--- config.mk ---
export PLATFORM = sky130hd
export DESIGN_NAME = ram_rr_arbiter
export DESIGN_NICKNAME = d
export VERILOG_FILES = /design/src/rtl/ram_rr_arbiter.sv
export SDC_FILE = /design/constraint.sdc
export NUM_CORES = 1
export LEC_CHECK = 0
export CAP_MARGIN = 20
export CORE_UTILIZATION = 40
export CTS_CLUSTER_SIZE = 10
export DETAILED_ROUTE_END_ITERATION = 8
export PLACE_DENSITY = 0.86
export REMOVE_ABC_BUFFERS = 1
export SLEW_MARGIN = 20
export SYNTH_ARGS = -nofsm -noshare
export SYNTH_HDL_FRONTEND = slang
export SYNTH_SLANG_ARGS = --single-unit
export TNS_END_PERCENT = 10
--- constraint.sdc ---
create_clock -name clk -period 3.7 [get_ports clk]
set_clock_uncertainty 0.15 [all_clocks]
set_input_delay 0.74 -clock clk [delete_from_list [all_inputs] [get_ports clk]]
set_output_delay 0.74 -clock clk [all_outputs]
set_load 0.005 [all_outputs]
--- src/rtl/ram_rr_arbiter.sv ---
// Round-robin arbiter sharing one single-port asynchronous RAM among NREQ requesters.
// One access at a time: a write takes two cycles, a read takes three.
module ram_rr_arbiter #(
    parameter int DWIDTH = 8,
    parameter int AWIDTH = 8,
    parameter int NREQ   = 4
) (
    input  logic                     clk,
    input  logic                     rst_n,
    input  logic [NREQ-1:0]          req,
    input  logic [NREQ-1:0]          req_we,
    input  logic [NREQ*AWIDTH-1:0]   req_addr,
    input  logic [NREQ*DWIDTH-1:0]   req_wdata,
    output logic [NREQ-1:0]          gnt,
    output logic [NREQ-1:0]          rvalid,
    output logic [DWIDTH-1:0]        rdata,
    output logic                     busy,
    output logic                     ram_cs,
    output logic                     ram_oe,
    output logic                     ram_we,
    output logic [AWIDTH-1:0]        ram_addr,
    output logic [DWIDTH-1:0]        ram_wdata,
    output logic                     ram_wdata_oe,
    input  logic [DWIDTH-1:0]        ram_rdata,
    output logic [1:0]               dbg_state
);

    localparam int PW = $clog2(NREQ);

    typedef enum logic [1:0] {
        S_IDLE  = 2'd0,
        S_WRITE = 2'd1,
        S_READ  = 2'd2,
        S_RDATA = 2'd3
    } state_t;

    state_t          state;
    logic [PW-1:0]   ptr;
    logic [PW-1:0]   win_q;
    logic [PW-1:0]   win_idx;
    logic [PW-1:0]   ptr_next;
    logic            win_found;
    logic [PW:0]     cand_sum;
    logic [PW-1:0]   cand;

    // Rotating priority search starting at ptr. Scanning from the farthest
    // offset down lets the nearest requesting index overwrite the result last.
    always_comb begin
        win_idx   = '0;
        win_found = 1'b0;
        cand_sum  = '0;
        cand      = '0;
        for (int k = NREQ - 1; k >= 0; k--) begin
            cand_sum = {1'b0, ptr} + (PW+1)'(k);
            if (cand_sum >= (PW+1)'(NREQ)) begin
                cand_sum = cand_sum - (PW+1)'(NREQ);
            end
            cand = cand_sum[PW-1:0];
            if (req[cand]) begin
                win_idx   = cand;
                win_found = 1'b1;
            end
        end
    end

    assign ptr_next = (win_idx == PW'(NREQ - 1)) ? '0 : win_idx + 1'b1;

    // Handshake: a requester holds req and its payload until it sees gnt high
    // in a cycle; that cycle is the accept. Read completion is the one-cycle
    // rvalid strobe with rdata valid alongside and held afterwards.
    always_comb begin
        gnt = '0;
        if (rst_n && state == S_IDLE && win_found) begin
            gnt[win_idx] = 1'b1;
        end
    end

    assign busy      = (state != S_IDLE);
    assign dbg_state = state;

    always_ff @(posedge clk) begin
        if (!rst_n) begin
            state        <= S_IDLE;
            ptr          <= '0;
            win_q        <= '0;
            rvalid       <= '0;
            rdata        <= '0;
            ram_cs       <= 1'b0;
            ram_oe       <= 1'b0;
            ram_we       <= 1'b0;
            ram_wdata_oe <= 1'b0;
            ram_addr     <= '0;
            ram_wdata    <= '0;
        end else begin
            rvalid <= '0;
            case (state)
                S_IDLE: begin
                    if (win_found) begin
                        ram_addr  <= req_addr[int'(win_idx)*AWIDTH +: AWIDTH];
                        ram_wdata <= req_wdata[int'(win_idx)*DWIDTH +: DWIDTH];
                        win_q     <= win_idx;
                        ptr       <= ptr_next;
                        ram_cs    <= 1'b1;
                        if (req_we[win_idx]) begin
                            state        <= S_WRITE;
                            ram_we       <= 1'b1;
                            ram_wdata_oe <= 1'b1;
                        end else begin
                            state  <= S_READ;
                            ram_oe <= 1'b1;
                        end
                    end
                end
                S_WRITE: begin
                    state        <= S_IDLE;
                    ram_cs       <= 1'b0;
                    ram_we       <= 1'b0;
                    ram_wdata_oe <= 1'b0;
                end
                S_READ: begin
                    // Second read cycle gives the asynchronous RAM a full cycle of access time.
                    state <= S_RDATA;
                end
                S_RDATA: begin
                    state         <= S_IDLE;
                    rdata         <= ram_rdata;
                    rvalid[win_q] <= 1'b1;
                    ram_cs        <= 1'b0;
                    ram_oe        <= 1'b0;
                end
                default: begin
                    state        <= S_IDLE;
                    ram_cs       <= 1'b0;
                    ram_oe       <= 1'b0;
                    ram_we       <= 1'b0;
                    ram_wdata_oe <= 1'b0;
                end
            endcase
        end
    end

endmodule

==> run_results.csv <==
group,metric,value,unit
power_and_ir_drop,clkPwrFrac,0.167,
clock_network,root_buffer,"clkbuf_8",
timing,finalMaxSlewViolations,0,
cells_and_area,reg_top3,"ram_addr x8, ram_wdata x8, rdata x8",
critical_path,reg2reg_from,"ptr[1]",
route,top_layer_used,"met4",
power_and_ir_drop,leakage,1.39,nW
run_status,status,"completed",
cells_and_area,fin_cells,449,
critical_path,reg2reg_slack,1.58,ns
power_and_ir_drop,pwr-share-comb,0.545,
clock_network,clk_latency,0.30,ns
synth,ff_type,"dfxtp_1",
grt,grt_pass1_wl,10.4,mm
route,drt_iter0_drc,91,
synth,yosys_warnings,0,
power_and_ir_drop,report.power.total,0.00215,W
grt,grt_pass1_vias,2267,
clock_network,clk_pin_slew_worst_paths,0.08,ns
cells_and_area,diodes,0,
cells_and_area,seq_cells,37,
route,wl_per_cell,14.8,um
synth,synthDominantCellAreaShare,0.345,
cells_and_area,layout_top_cell,"clkdlybuf4s50_1",
timing,rsz0062_at_grt,"false",
synth,synth-cells-yosys,251,
timing,holdWs,0.298,ns
worst_hold_path,min_to,"rvalid[2]",
synth,area_leaders,"dfxtp_1 (34%), mux2i_1 (8.4%), a211o_1 (6.9%)",
clock_network,post_cts_resize_count,4,
route,wl_met2,3.45,mm
clock_network,cts_buffers,5,
synth,ys_sh_aoi,0.269,
floorplanning,ios,121,
cells_and_area,final_cell_mix,"clkdlybuf4s50_1 (117), nand2_1 (38), dfxtp_1 (37), nand3_1 (22), o21ai_0 (20)",
Fig. 1: cell classes on the final placement
The bar under the picture is 20 um long.
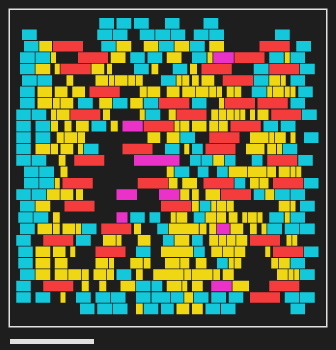
class	colour	cells	share of their area
combinational and other logic	yellow	196	38%
clock drivers and dummy loads	magenta	8	3.3%
remaining buffers and delay cells	cyan	138	38%
sequential cells	red	37	21%

Fig. 2: I/O pins on the die edge
Pins as bars across the die edge, other pins in grey.
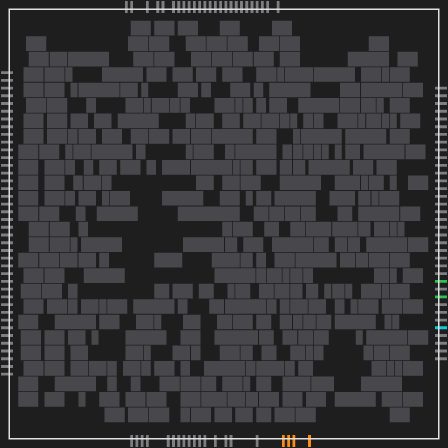
port	colour	pins	direction	edge
req_we	orange	4	input	bottom
dbg_state	green	2	output	right
ram_wdata_oe	cyan	1	output	right
all pins by edge	40 left, 36 right, 25 top, 20 bottom

Power and IR drop assume default switching activity.
